<file path="src/rtl/stopwatch_pkg.sv">
// Shared types and constants for the stopwatch core: state encoding, BCD digit
// limits and the layout of the six-digit display word.
package stopwatch_pkg;

  typedef enum logic [1:0] {
    IDLE  = 2'd0,
    RUN   = 2'd1,
    LAP   = 2'd2,
    PAUSE = 2'd3
  } state_e;

  localparam int DIGIT_W    = 4;
  localparam int NUM_DIGITS = 6;
  localparam int DISP_W     = NUM_DIGITS * DIGIT_W;

  localparam logic [3:0] DIGIT_MAX_NINE = 4'd9;
  localparam logic [3:0] DIGIT_MAX_FIVE = 4'd5;

  localparam int CS_O_LSB  = 0;
  localparam int CS_T_LSB  = 4;
  localparam int SEC_O_LSB = 8;
  localparam int SEC_T_LSB = 12;
  localparam int MIN_O_LSB = 16;
  localparam int MIN_T_LSB = 20;

  // Digit index 0 is centisecond ones, index 5 is minute tens.
  function automatic int digitLsb(input int idx);
    case (idx)
      0:       return CS_O_LSB;
      1:       return CS_T_LSB;
      2:       return SEC_O_LSB;
      3:       return SEC_T_LSB;
      4:       return MIN_O_LSB;
      default: return MIN_T_LSB;
    endcase
  endfunction

  function automatic logic [3:0] digitLimit(input int idx, input int minTensMax);
    case (idx)
      3:       return DIGIT_MAX_FIVE;
      5:       return 4'(minTensMax);
      default: return DIGIT_MAX_NINE;
    endcase
  endfunction

endpackage

</file>
<file path="src/rtl/stopwatch_digit.sv">
// One BCD counter digit that wraps at MAX; carry_o tells the next digit to step.
module stopwatch_digit #(
  parameter logic [3:0] MAX = 4'd9
) (
  input  logic       clock_i,
  input  logic       reset_i,
  input  logic       inc_i,
  input  logic       clr_i,
  input  logic       hold_i,
  output logic [3:0] q_o,
  output logic       carry_o
);

  logic [3:0] q_q, q_d;

  always_comb begin
    q_d = q_q;
    if (clr_i) begin
      q_d = 4'd0;
    end else if (inc_i && !hold_i) begin
      q_d = (q_q == MAX) ? 4'd0 : q_q + 4'd1;
    end
  end

  always_ff @(posedge clock_i or posedge reset_i) begin
    if (reset_i) begin
      q_q <= 4'd0;
    end else begin
      q_q <= q_d;
    end
  end

  assign q_o     = q_q;
  assign carry_o = inc_i && (q_q == MAX);

endmodule

</file>
<file path="src/rtl/stopwatch_core.sv">
// Tick-driven MM:SS.cc stopwatch: command FSM, six chained BCD digits, lap
// capture register and the registered display word.
module stopwatch_core
  import stopwatch_pkg::*;
#(
  parameter int MAX_MIN_TENS = 5
) (
  input  logic              clock_i,
  input  logic              reset_i,
  input  logic              tick_i,
  input  logic              start_stop_i,
  input  logic              lap_i,
  input  logic              clear_i,
  output logic [DISP_W-1:0] disp_digits_o,
  output logic              running_o,
  output logic              lap_active_o,
  output logic              overflow_o
);

  state_e            state_q, state_d;
  logic [DISP_W-1:0] liveCount;
  logic [DISP_W-1:0] lapCount_q, lapCount_d;
  logic [DISP_W-1:0] disp_q, disp_d;
  logic              overflow_q, overflow_d;
  logic [NUM_DIGITS-1:0] digitInc, digitCarry, digitAtMax;
  logic              countEnable, saturated, clearCount, captureLap;

  // Counting depends only on the registered state, never on same-cycle commands.
  assign countEnable = tick_i && ((state_q == RUN) || (state_q == LAP));
  assign saturated   = &digitAtMax;
  assign digitInc    = {digitCarry[NUM_DIGITS-2:0], countEnable};

  for (genvar i = 0; i < NUM_DIGITS; i++) begin : gDigit
    localparam logic [3:0] LIMIT = digitLimit(i, MAX_MIN_TENS);
    logic [3:0] digitQ;

    stopwatch_digit #(.MAX(LIMIT)) uDigit (
      .clock_i (clock_i),
      .reset_i (reset_i),
      .inc_i   (digitInc[i]),
      .clr_i   (clearCount),
      .hold_i  (saturated),
      .q_o     (digitQ),
      .carry_o (digitCarry[i])
    );

    assign liveCount[digitLsb(i) +: DIGIT_W] = digitQ;
    assign digitAtMax[i] = (digitQ == LIMIT);
  end

  // start_stop outranks lap, which outranks clear; a dropped command never acts.
  always_comb begin
    state_d    = state_q;
    clearCount = 1'b0;
    captureLap = 1'b0;
    case (state_q)
      IDLE: begin
        if (start_stop_i) state_d = RUN;
      end
      RUN: begin
        if (start_stop_i) begin
          state_d = PAUSE;
        end else if (lap_i) begin
          state_d    = LAP;
          captureLap = 1'b1;
        end
      end
      LAP: begin
        if (start_stop_i)  state_d = PAUSE;
        else if (lap_i)    state_d = RUN;
      end
      PAUSE: begin
        if (start_stop_i) begin
          state_d = RUN;
        end else if (!lap_i && clear_i) begin
          state_d    = IDLE;
          clearCount = 1'b1;
        end
      end
      default: state_d = IDLE;
    endcase
  end

  // A carry out of the top digit only happens when every digit sits at its limit.
  always_comb begin
    overflow_d = overflow_q;
    if (clearCount) begin
      overflow_d = 1'b0;
    end else if (digitCarry[NUM_DIGITS-1]) begin
      overflow_d = 1'b1;
    end
    lapCount_d = captureLap ? liveCount : lapCount_q;
    disp_d     = (state_q == LAP) ? lapCount_q : liveCount;
  end

  always_ff @(posedge clock_i or posedge reset_i) begin
    if (reset_i) begin
      state_q    <= IDLE;
      lapCount_q <= '0;
      disp_q     <= '0;
      overflow_q <= 1'b0;
    end else begin
      state_q    <= state_d;
      lapCount_q <= lapCount_d;
      disp_q     <= disp_d;
      overflow_q <= overflow_d;
    end
  end

  assign disp_digits_o = disp_q;
  assign running_o     = (state_q == RUN) || (state_q == LAP);
  assign lap_active_o  = (state_q == LAP);
  assign overflow_o    = overflow_q;

endmodule

</file>
<file path="config.mk">
export PLATFORM = sky130hd
export DESIGN_NAME = stopwatch_core
export DESIGN_NICKNAME = d
export VERILOG_FILES = /design/src/rtl/stopwatch_pkg.sv /design/src/rtl/stopwatch_digit.sv /design/src/rtl/stopwatch_core.sv
export SDC_FILE = /design/constraint.sdc
export NUM_CORES = 1
export LEC_CHECK = 0
export CORE_MARGIN = 2
export CORE_UTILIZATION = 30
export CTS_CLUSTER_DIAMETER = 150
export CTS_CLUSTER_SIZE = 28
export DETAILED_ROUTE_END_ITERATION = 10
export HOLD_SLACK_MARGIN = 0.08
export PLACE_DENSITY = 0.52
export SYNTH_ARGS = -nofsm -noshare
export SYNTH_HDL_FRONTEND = slang
export SYNTH_SLANG_ARGS = --single-unit
</file>
<file path="constraint.sdc">
create_clock -name clock_i -period 3.2 [get_ports clock_i]
set_input_delay 0.48 -clock clock_i [delete_from_list [all_inputs] [get_ports clock_i]]
set_output_delay 0.48 -clock clock_i [all_outputs]
set_load 0.1 [all_outputs]
</file>
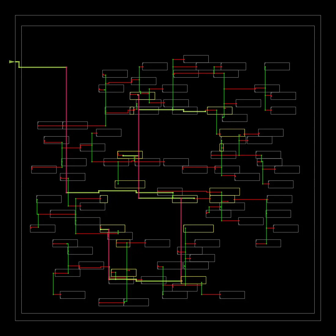
Run 1: clock nets
clock net sink count: 75
Power Clock: 1.17 mW
final clock skew: 0.00549 ns
source-to-sink clock delay at the later pin of the worst-skew pair: 0.34 ns

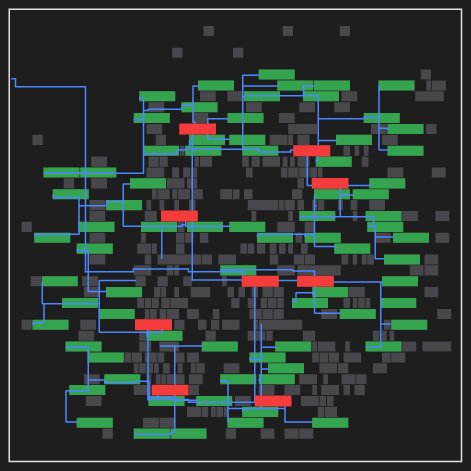
Run 1: clock network drawn from the DEF
(4 px per µm)
[blue] clock wires | length: 1060 µm
[red] clock drivers | count: 9
[green] flip-flops | count: 75
routed clock nets: 10
flops lie: all over the die
relative contribution of the clock network to total power: 0.328

==> run_summary.xml, run 1 <==
<?xml version="1.0" encoding="UTF-8"?>
<metrics>
  <group name="global_route">
    <metric name="grt_use_total" unit="">0.122</metric>
    <metric name="grt_use_met1" unit="">0.171</metric>
    <metric name="globalRouteMet3Util" unit="">0.0295</metric>
    <metric name="antenna_found_initial" unit="">0</metric>
    <metric name="globalRouteOverflowTotal" unit="">0</metric>
    <metric name="first_global_vias" unit="">2358</metric>
    <metric name="grt_max_degree" unit="">76</metric>
  </group>
  <group name="power">
    <metric name="powerDensity" unit="nW/µm²">820</metric>
    <metric name="combinationalPower" unit="mW">1.16</metric>
    <metric name="power_switching" unit="mW">1.32</metric>
    <metric name="irDropWorstVdd" unit="V">0.000421</metric>
    <metric name="powerSeq" unit="mW">1.23</metric>
    <metric name="fin_total_pwr" unit="mW">3.55</metric>
    <metric name="power.sequential.fraction" unit="">0.346</metric>
    <metric name="p_int" unit="mW">2.23</metric>
  </group>
  <group name="cells_and_area">
    <metric name="flop-count" unit="">75</metric>
    <metric name="diode_insertion_count_for_antenna_repair" unit="">0</metric>
    <metric name="final_cells" unit="">489</metric>
    <metric name="finalInstanceArea" unit="µm²">4330</metric>
    <metric name="inv_count" unit="">12</metric>
    <metric name="area.share.sequential" unit="">0.433</metric>
  </group>
  <group name="hold_path">
    <metric name="hp-class" unit="">register to register</metric>
    <metric name="worst_hold_path.endpoint" unit="">disp_digits_o[9]</metric>
    <metric name="holdCritStartpoint" unit="">lapCount_q[9]</metric>
    <metric name="timing.hold.worst_path_depth" unit="">2</metric>
  </group>
  <group name="clock_network">
    <metric name="number_of_cells_upsized_or_downsized_after_cts" unit="">0</metric>
    <metric name="htreeDepth" unit="">3</metric>
    <metric name="cts.path.max_buffers" unit="">2</metric>
    <metric name="post_cts_buffers" unit="">0</metric>
    <metric name="cts-root-buf" unit="">clkbuf_16</metric>
  </group>
  <group name="setup_path">
    <metric name="ff2ff_path_depth" unit="">6</metric>
    <metric name="worst_setup_path_end_kind" unit="">register</metric>
    <metric name="crit_family" unit="">simple AND/OR/NAND/NOR gates</metric>
    <metric name="setup.worst_path.end" unit="">gDigit[5].uDigit.q_o[3]</metric>
    <metric name="startpoint_type" unit="">register</metric>
    <metric name="setup.reg_to_reg.worst_slack" unit="ns">0.90</metric>
    <metric name="cp_cell_sequence" unit="">inv_1 &gt; ha_1 &gt; and4b_1 &gt; nand4_2 &gt; or4_1 &gt; a21oi_1</metric>
    <metric name="critPathLaunch" unit="">state_q[1]</metric>
  </group>
  <group name="logic_synthesis">
    <metric name="cell_area_after_synthesis" unit="µm²">3540</metric>
    <metric name="ys_async_sr_fraction" unit="">1.00</metric>
    <metric name="numSynthFlops" unit="">75</metric>
    <metric name="ys_seq_share" unit="">0.529</metric>
    <metric name="yosys-top-cells-count" unit="">dfrtp_1 (75), mux2_2 (36), nand2_1 (26), o21ai_0 (23)</metric>
    <metric name="synth_chip_area" unit="µm²">3540</metric>
    <metric name="post-synth-top-area-fraction" unit="">0.529</metric>
    <metric name="yosys_most_used_dff" unit="">dfrtp_1</metric>
    <metric name="yosys_warnings" unit="">0</metric>
    <metric name="synth_nets" unit="">331</metric>
  </group>
  <group name="placed_design">
    <metric name="place_hpwl" unit="µm">4640</metric>
    <metric name="place_congestion" unit="">0.779</metric>
    <metric name="dpl_cell_area" unit="µm²">3990</metric>
  </group>
  <group name="run">
    <metric name="openroad.warnings" unit="">36</metric>
    <metric name="cap_violations" unit="">0</metric>
  </group>
  <group name="die">
    <metric name="die.size.y" unit="µm">113</metric>
    <metric name="fp_util" unit="">0.309</metric>
  </group>
  <group name="final_timing">
    <metric name="setup_violations" unit="">0</metric>
    <metric name="worst_pin_slew" unit="ns">0.973</metric>
    <metric name="finalWorstSetupSlack" unit="ns">0.900</metric>
    <metric name="hold_violations" unit="">0</metric>
    <metric name="fin_setup_tns" unit="ns">0</metric>
    <metric name="maxSlewViolCount" unit="">0</metric>
    <metric name="worst_case_hold_slack" unit="ns">0.477</metric>
  </group>
  <group name="routing">
    <metric name="drt-wirelength-per-cell" unit="µm">14.8</metric>
    <metric name="drtPass1Iterations" unit="">4</metric>
    <metric name="drtIter0Drc" unit="">114</metric>
    <metric name="vias_per_cell" unit="">4.94</metric>
  </group>
  <group name="outcome">
    <metric name="status" unit="">finished clean</metric>
  </group>
</metrics>
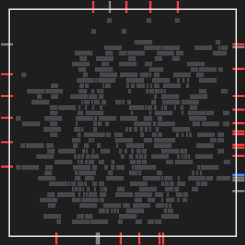
Run 1: pin map
(2 px per µm) Pins as bars across the die edge, other pins in gray.
| color | port | pins | direction | edge |
|---|---|---|---|---|
| blue | lap_i | 1 | input | east |
| red | disp_digits_o | 24 | output | 10 east, 5 south, 5 west, 4 north |
all pins by edge: 15 east, 7 south, 6 west, 5 north

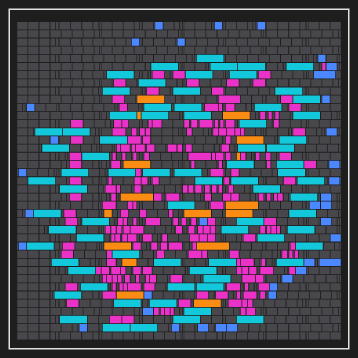
Run 1: placed cells, one color a class
(3 px per µm) Fill, decap, tap and diode cells in gray.
| color | class | cells | share of their area |
|---|---|---|---|
| blue | remaining buffers and delay cells | 36 | 8.1% |
| magenta | combinational and other logic | 219 | 38% |
| orange | clock drivers and dummy loads | 16 | 8.3% |
| cyan | sequential cells | 75 | 45% |

## run 1: cell usage in the layout (no fill, tap or decap), drive strengths merged, types with 3 or more instances in the layout
cell type       n
nand3           9
o31ai           3
nor2            8
clkbuf         12
nand3b          6
dfrtp          75
o21a            3
buf            20
o21ai          24
mux2           36
nor3            6
and3b           5
nand2          26
inv            12
ha             17
clkdlybuf4s50  16
or3             8
a21oi          18
a211oi          3
bufinv          3
and2            4
nand4           4
or4             5
## run 1: logic make-up after synthesis
family / share of synthesized area
fa+ha+maj: 0.0600
xor+xnor: 0.00247
compound gates: 0.104
buf+inv: 0.0328
flops: 0.529
simple gates: 0.154
mux: 0.117
## run 1: layer usage
metal | part of all wire | vias up
li1 | - | 1180
met1 | 0.50 | 1189
met2 | 0.44 | 38
met3 | 0.038 | 10
met4 | 0.018 | 0
met5 | 0 | -
Run 1, the metal 2 layer:
(3 px per µm)
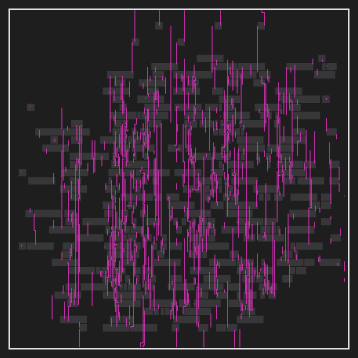

--- run 2 (diff from run 1) ---
- PLACE_DENSITY: 0.52 -> 0.54
- clock period: 3.2 -> 2.1 ns (I/O delays scaled with it)
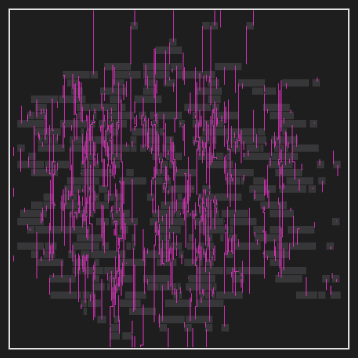
Run 2: the metal 2 layer
(3 px per µm)
wire length on this layer: 3420 µm
share of all routed wire: 47%
nets with wire on the layer: 305
longest straight run: 28.6 µm
via count: 2440
global-route track usage on met2: 0.192
WL final: 7280 µm

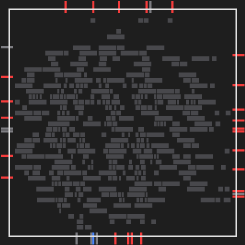
Run 2: pin map
(2 px per µm) Pins as bars across the die edge, other pins in gray.
| color | port | pins | direction | edge |
|---|---|---|---|---|
| blue | lap_i | 1 | input | south |
| red | disp_digits_o | 24 | output | 10 east, 5 west, 5 north, 4 south |

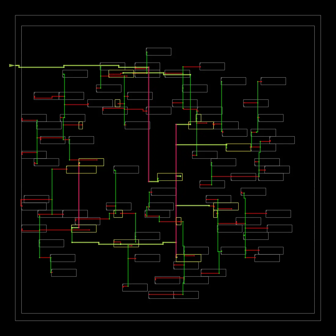
Run 2: clock nets
number of buffers inserted during clock tree synthesis: 9
Power Clock: 1.50 mW
final clock skew: 0.00654 ns
flip-flops: 75
clock tree buffer count of the final layout: 11

==> run_summary.xml, run 2 <==
<?xml version="1.0" encoding="UTF-8"?>
<metrics>
  <group name="run">
    <metric name="openroad.warnings" unit="">37</metric>
    <metric name="cap_violations" unit="">0</metric>
  </group>
  <group name="setup_path">
    <metric name="cp_cell_sequence" unit="">inv_2 &gt; ha_2 &gt; buf_4 &gt; buf_12</metric>
    <metric name="critical_path_class" unit="">register to output port</metric>
    <metric name="crit_path_max_fanout" unit="">32</metric>
    <metric name="worst_setup_path_end_kind" unit="">output port</metric>
    <metric name="critPathLaunch" unit="">state_q[0]</metric>
    <metric name="setup.worst_path.end" unit="">lap_active_o</metric>
    <metric name="setup.reg_to_reg.worst_slack" unit="ns">0.18</metric>
    <metric name="startpoint_type" unit="">register</metric>
    <metric name="ff2ff_path_depth" unit="">7</metric>
    <metric name="crit_family" unit="">buffers and inverters</metric>
  </group>
  <group name="routing">
    <metric name="drtIter0Drc" unit="">92</metric>
    <metric name="topRoutingLayerUsed" unit="">met4</metric>
    <metric name="detail_route.drc_violations" unit="">0</metric>
    <metric name="wl_met2" unit="µm">3420</metric>
    <metric name="vias_per_cell" unit="">4.82</metric>
    <metric name="met1Wirelength" unit="µm">3420</metric>
    <metric name="drtPass1Iterations" unit="">4</metric>
    <metric name="drt-wirelength-per-cell" unit="µm">14.4</metric>
  </group>
  <group name="logic_synthesis">
    <metric name="synth_nets" unit="">331</metric>
    <metric name="synth-adder-area-share" unit="">0.0600</metric>
    <metric name="topCombFamilyByArea" unit="">simple AND/OR/NAND/NOR gates</metric>
    <metric name="yosys_warnings" unit="">0</metric>
    <metric name="synth_chip_area" unit="µm²">3540</metric>
    <metric name="post-synth-top-area-fraction" unit="">0.529</metric>
    <metric name="synth_xor_xnor_area_share" unit="">0.00247</metric>
    <metric name="numSynthFlops" unit="">75</metric>
    <metric name="yosys-top-cells-count" unit="">dfrtp_1 (75), mux2_2 (36), nand2_1 (26), o21ai_0 (23)</metric>
    <metric name="cell_area_after_synthesis" unit="µm²">3540</metric>
    <metric name="mux_area_frac" unit="">0.117</metric>
    <metric name="synth_top_cell_by_area" unit="">dfrtp_1</metric>
    <metric name="yosys_most_used_dff" unit="">dfrtp_1</metric>
    <metric name="ys_seq_share" unit="">0.529</metric>
    <metric name="simple_gate_area_frac" unit="">0.154</metric>
  </group>
  <group name="global_route">
    <metric name="globalRouteMet3Util" unit="">0.0380</metric>
    <metric name="antenna_found_initial" unit="">0</metric>
    <metric name="grt_use_met1" unit="">0.162</metric>
    <metric name="grt_use_total" unit="">0.124</metric>
    <metric name="first_global_vias" unit="">2495</metric>
    <metric name="globalRouteOverflowTotal" unit="">0</metric>
    <metric name="grt_max_degree" unit="">76</metric>
  </group>
  <group name="final_timing">
    <metric name="setup_violations" unit="">0</metric>
    <metric name="hold_violations" unit="">0</metric>
    <metric name="max_freq" unit="MHz">515</metric>
    <metric name="maxSlewViolCount" unit="">0</metric>
  </group>
  <group name="cells_and_area">
    <metric name="lay_top_count" unit="">dfrtp_1</metric>
    <metric name="diode_insertion_count_for_antenna_repair" unit="">0</metric>
    <metric name="inv_count" unit="">12</metric>
    <metric name="top_logic_cells_by_instance_count_in_the_layout" unit="">dfrtp_1 (75), buf_4 (44), mux2_2 (36), nand2_1 (26), o21ai_0 (23)</metric>
  </group>
  <group name="clock_network">
    <metric name="clock.latency.late_pin" unit="ns">0.34</metric>
    <metric name="htreeDepth" unit="">3</metric>
    <metric name="cts-root-buf" unit="">clkbuf_16</metric>
    <metric name="post_cts_buffers" unit="">0</metric>
    <metric name="cts.path.max_buffers" unit="">2</metric>
  </group>
  <group name="outcome">
    <metric name="status" unit="">finished clean</metric>
  </group>
  <group name="power">
    <metric name="fin_total_pwr" unit="mW">5.35</metric>
    <metric name="irDropWorstVdd" unit="V">0.000978</metric>
    <metric name="powerSeq" unit="mW">1.81</metric>
    <metric name="powerDensity" unit="nW/µm²">1210</metric>
    <metric name="power_switching" unit="mW">2.05</metric>
    <metric name="power.sequential.fraction" unit="">0.338</metric>
    <metric name="p_int" unit="mW">3.29</metric>
    <metric name="share_clk_of_total_power" unit="">0.280</metric>
    <metric name="combinationalPower" unit="mW">2.04</metric>
  </group>
  <group name="die">
    <metric name="die.size.y" unit="µm">113</metric>
    <metric name="fp_util" unit="">0.309</metric>
  </group>
  <group name="placed_design">
    <metric name="place_congestion" unit="">0.783</metric>
    <metric name="place_hpwl" unit="µm">4850</metric>
  </group>
  <group name="hold_path">
    <metric name="hp-class" unit="">input port to asynchronous set/reset pin</metric>
  </group>
</metrics>
==> run 2: cell count changes in the layout (fill, tap and decap cells not counted), sizes merged <==
| cell | before | now |
|---|---|---|
| clkdlybuf4s50 | 16 | 5 |
| bufinv | 3 | 1 |
| clkinv | 0 | 4 |
| clkbuf | 12 | 11 |
| buf | 20 | 48 |
| inv | 12 | 11 |
==> run 2: per-stage QoR <==
step / hold WS [ns] / cell area (µm²) / setup WS (ns) / TNS, ns / instances
2_1_floorplan: 0.450 / 3560 / -0.0186 / -0.0205 / 308
3_3_place_gp: 0.462 / 4130 / 0.00168 / 0 / 490
3_5_place_dp: 0.470 / 4130 / 0.0140 / 0 / 490
4_1_cts: 0.468 / 4420 / 0.104 / 0 / 506
5_1_grt: 0.495 / 4430 / 0.0536 / 0 / 506
6_report: 0.440 / 4430 / 0.158 / 0 / 506
Run 2, placed cells, one color a class:
(3 px per µm) Fill, decap, tap and diode cells in gray.
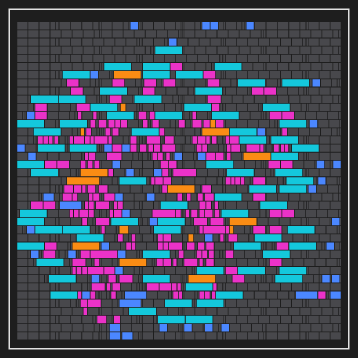

--- run 3 (diff from run 2) ---
- CORE_UTILIZATION: 30 -> 51
- PLACE_DENSITY: 0.54 -> 0.74
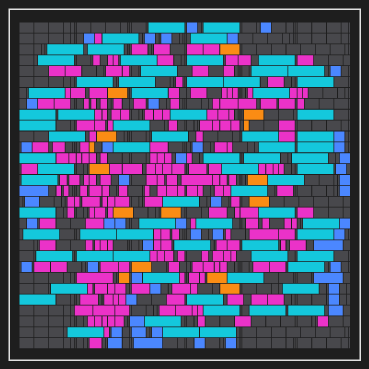
Run 3: placed cells, one color a class
(4 px per µm) Fill, decap, tap and diode cells in gray.
| color | class | cells | share of their area |
|---|---|---|---|
| magenta | combinational and other logic | 219 | 39% |
| cyan | sequential cells | 75 | 46% |
| blue | remaining buffers and delay cells | 51 | 11% |
| orange | clock drivers and dummy loads | 15 | 4.4% |
share of the core filled with cells: 0.624
placeable core region: 6760 µm²

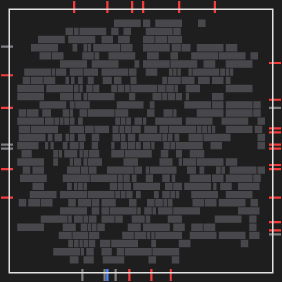
Run 3: pin map
(3 px per µm) Pins as bars across the die edge, other pins in gray.
| color | port | pins | direction | edge |
|---|---|---|---|---|
| blue | lap_i | 1 | input | south |
| red | disp_digits_o | 24 | output | 11 east, 6 north, 4 west, 3 south |
Die X-Extent: 87.4 µm
vertical die size: 87.4 µm
number of I/O port buffers: 32

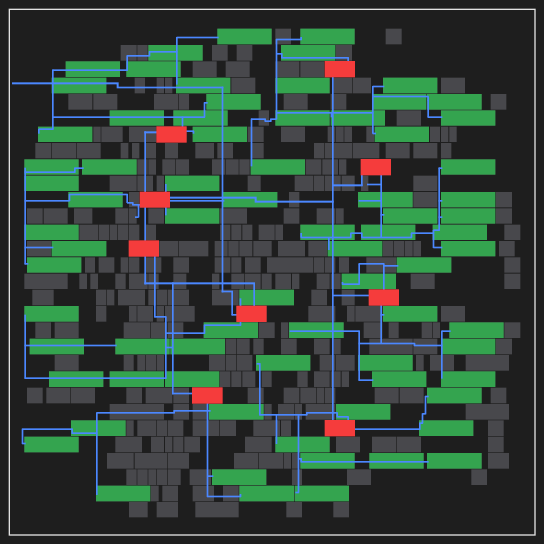
Run 3: clock network drawn from the DEF
(6 px per µm)
[green] flip-flops | count: 75
[red] clock drivers | count: 9
[blue] clock wires | length: 894 µm
routed clock nets: 10
flops lie: all over the die

==> run_summary.xml, run 3 <==
<?xml version="1.0" encoding="UTF-8"?>
<metrics>
  <group name="cells_and_area">
    <metric name="finalInstanceArea" unit="µm²">4220</metric>
    <metric name="layout.nets" unit="">379</metric>
    <metric name="area.share.sequential" unit="">0.445</metric>
    <metric name="top_logic_cells_by_instance_count_in_the_layout" unit="">dfrtp_1 (75), buf_4 (42), mux2_2 (36), nand2_1 (26), o21ai_0 (23)</metric>
    <metric name="comb_area" unit="µm²">1570</metric>
    <metric name="final_layout_size_suffix_gt1_frac" unit="">0.303</metric>
    <metric name="flop-count" unit="">75</metric>
    <metric name="largest_cell_class_by_area" unit="">registers</metric>
    <metric name="diode_insertion_count_for_antenna_repair" unit="">0</metric>
    <metric name="n_all_buffers" unit="">51</metric>
    <metric name="lay_top_count" unit="">dfrtp_1</metric>
    <metric name="final.clkbuf_count" unit="">14</metric>
    <metric name="nMultiInputCombCells" unit="">207</metric>
    <metric name="inv_count" unit="">12</metric>
    <metric name="final_cells" unit="">440</metric>
  </group>
  <group name="final_timing">
    <metric name="maxSlewViolCount" unit="">0</metric>
    <metric name="hold_violations" unit="">0</metric>
    <metric name="worst_case_hold_slack" unit="ns">0.381</metric>
    <metric name="worst_pin_slew" unit="ns">0.477</metric>
    <metric name="setup_repair_after_global_routing_missed_its_margin" unit="">no</metric>
    <metric name="clock_skew" unit="ns">0.00723</metric>
    <metric name="finalWorstSetupSlack" unit="ns">0.171</metric>
    <metric name="max_freq" unit="MHz">518</metric>
    <metric name="setup_violations" unit="">0</metric>
    <metric name="post-route-period-util" unit="">0.919</metric>
    <metric name="fin_crit" unit="ns">1.93</metric>
    <metric name="fin_setup_tns" unit="ns">0</metric>
  </group>
  <group name="setup_path">
    <metric name="setup.reg_to_reg.worst_slack" unit="ns">0.19</metric>
    <metric name="startpoint_type" unit="">register</metric>
    <metric name="critical_path_class" unit="">register to output port</metric>
    <metric name="worst_setup_path_end_kind" unit="">output port</metric>
    <metric name="crit_family" unit="">buffers and inverters</metric>
    <metric name="crit_path_max_fanout" unit="">32</metric>
    <metric name="cp_cell_sequence" unit="">buf_4 &gt; ha_2 &gt; buf_4 &gt; buf_12</metric>
  </group>
  <group name="power">
    <metric name="power_switching" unit="mW">1.94</metric>
    <metric name="power.sequential.fraction" unit="">0.379</metric>
    <metric name="powerSeq" unit="mW">1.82</metric>
    <metric name="power_leakage" unit="nW">2.05</metric>
    <metric name="powerDensity" unit="nW/µm²">1140</metric>
    <metric name="share_clk_of_total_power" unit="">0.211</metric>
    <metric name="power.share.switching" unit="">0.404</metric>
    <metric name="power.share.combinational" unit="">0.410</metric>
    <metric name="combinationalPower" unit="mW">1.97</metric>
    <metric name="p_int" unit="mW">2.86</metric>
    <metric name="fin_total_pwr" unit="mW">4.80</metric>
    <metric name="clk-power" unit="mW">1.01</metric>
    <metric name="irDropWorstVdd" unit="V">0.00129</metric>
  </group>
  <group name="routing">
    <metric name="vias_per_cell" unit="">5.62</metric>
    <metric name="drtPass1Iterations" unit="">4</metric>
    <metric name="drt-wirelength-per-cell" unit="µm">15.1</metric>
    <metric name="via_count" unit="">2472</metric>
    <metric name="drt_wl_total" unit="µm">6660</metric>
    <metric name="drtIter0Drc" unit="">137</metric>
    <metric name="detail_route.drc_violations" unit="">0</metric>
    <metric name="drt_antenna_net_count" unit="">0</metric>
  </group>
  <group name="clock_network">
    <metric name="cts_buffers" unit="">9</metric>
    <metric name="post_cts_buffers" unit="">0</metric>
    <metric name="cts-root-buf" unit="">clkbuf_8</metric>
    <metric name="number_of_cells_upsized_or_downsized_after_cts" unit="">0</metric>
    <metric name="htreeDepth" unit="">3</metric>
    <metric name="cts_tree" unit="">built</metric>
    <metric name="cts.path.max_buffers" unit="">2</metric>
    <metric name="cts_sinks" unit="">75</metric>
    <metric name="cts.hold.buffers_added" unit="">0</metric>
    <metric name="clock.latency.late_pin" unit="ns">0.35</metric>
  </group>
  <group name="logic_synthesis">
    <metric name="enable_flop_cells" unit="">0</metric>
    <metric name="synth_chip_area" unit="µm²">3540</metric>
    <metric name="yosys_warnings" unit="">0</metric>
    <metric name="simple_gate_area_frac" unit="">0.154</metric>
    <metric name="numSynthFlops" unit="">75</metric>
    <metric name="yosys_most_used_dff" unit="">dfrtp_1</metric>
    <metric name="synth_top_cell_by_area" unit="">dfrtp_1</metric>
    <metric name="yosys-top-cells-count" unit="">dfrtp_1 (75), mux2_2 (36), nand2_1 (26), o21ai_0 (23)</metric>
    <metric name="top_cell" unit="">dfrtp_1</metric>
    <metric name="mux_area_frac" unit="">0.117</metric>
    <metric name="ys_async_sr_fraction" unit="">1.00</metric>
    <metric name="area_leaders" unit="">dfrtp_1 (53%), mux2_2 (11%), ha_1 (6.0%)</metric>
    <metric name="cell_area_after_synthesis" unit="µm²">3540</metric>
    <metric name="ys_seq_share" unit="">0.529</metric>
    <metric name="synth_nets" unit="">331</metric>
    <metric name="topCombFamilyByArea" unit="">simple AND/OR/NAND/NOR gates</metric>
    <metric name="syn_area_per_cell" unit="µm²">11.5</metric>
    <metric name="synth_xor_xnor_area_share" unit="">0.00247</metric>
    <metric name="synth-adder-area-share" unit="">0.0600</metric>
    <metric name="ys_sh_aoi" unit="">0.104</metric>
    <metric name="post-synth-top-area-fraction" unit="">0.529</metric>
    <metric name="synth-cells-yosys" unit="">308</metric>
  </group>
  <group name="placed_design">
    <metric name="dpl_cell_area" unit="µm²">4040</metric>
    <metric name="place_congestion" unit="">0.794</metric>
    <metric name="placement.setup.worst_slack" unit="ns">0.0707</metric>
    <metric name="place_hpwl" unit="µm">4640</metric>
    <metric name="place.detailed.instances" unit="">425</metric>
  </group>
  <group name="global_route">
    <metric name="first_global_vias" unit="">2327</metric>
    <metric name="globalRouteOverflowTotal" unit="">0</metric>
    <metric name="grt_use_total" unit="">0.195</metric>
    <metric name="antenna_found_initial" unit="">0</metric>
    <metric name="global_route_wire_length_before_repair" unit="µm">11400</metric>
    <metric name="grt_max_degree" unit="">48</metric>
  </group>
  <group name="run">
    <metric name="cap_violations" unit="">0</metric>
    <metric name="openroad.warnings" unit="">37</metric>
  </group>
  <group name="die">
    <metric name="number_of_placement_rows" unit="">30</metric>
    <metric name="fp_util" unit="">0.525</metric>
    <metric name="floorplan.io_pins" unit="">33</metric>
    <metric name="tapCellCount" unit="">80</metric>
  </group>
  <group name="outcome">
    <metric name="status" unit="">finished clean</metric>
  </group>
  <group name="hold_path">
    <metric name="hp-class" unit="">input port to asynchronous set/reset pin</metric>
  </group>
</metrics>
## run 3: path summary, 6_finish.rpt
kind                                         startpoint                       to  cells after the start
worst max-delay path                         state_q[1]             lap_active_o                      4
worst min-delay path                            reset_i        disp_digits_o[19]                      3
worst max register to register  gDigit[0].uDigit.q_o[1]  gDigit[4].uDigit.q_o[1]                      7
worst min register to register            lapCount_q[5]            lapCount_q[5]                      2
max in group asynchronous                       reset_i  gDigit[2].uDigit.q_o[2]                      3
min in group clock_i                      lapCount_q[5]            lapCount_q[5]                      2
## run 3: metal layers
layer / global-route usage / part of all wire / vias up
met2: 0.284 / 0.45 / 50
met5: 0 / 0 / -
met4: 0.0993 / 0.029 / 0
li1: - / - / 1206
met1: 0.275 / 0.49 / 1197
met3: 0.0427 / 0.033 / 19
No activity file was given, so power comes from the tool's default toggle rates.
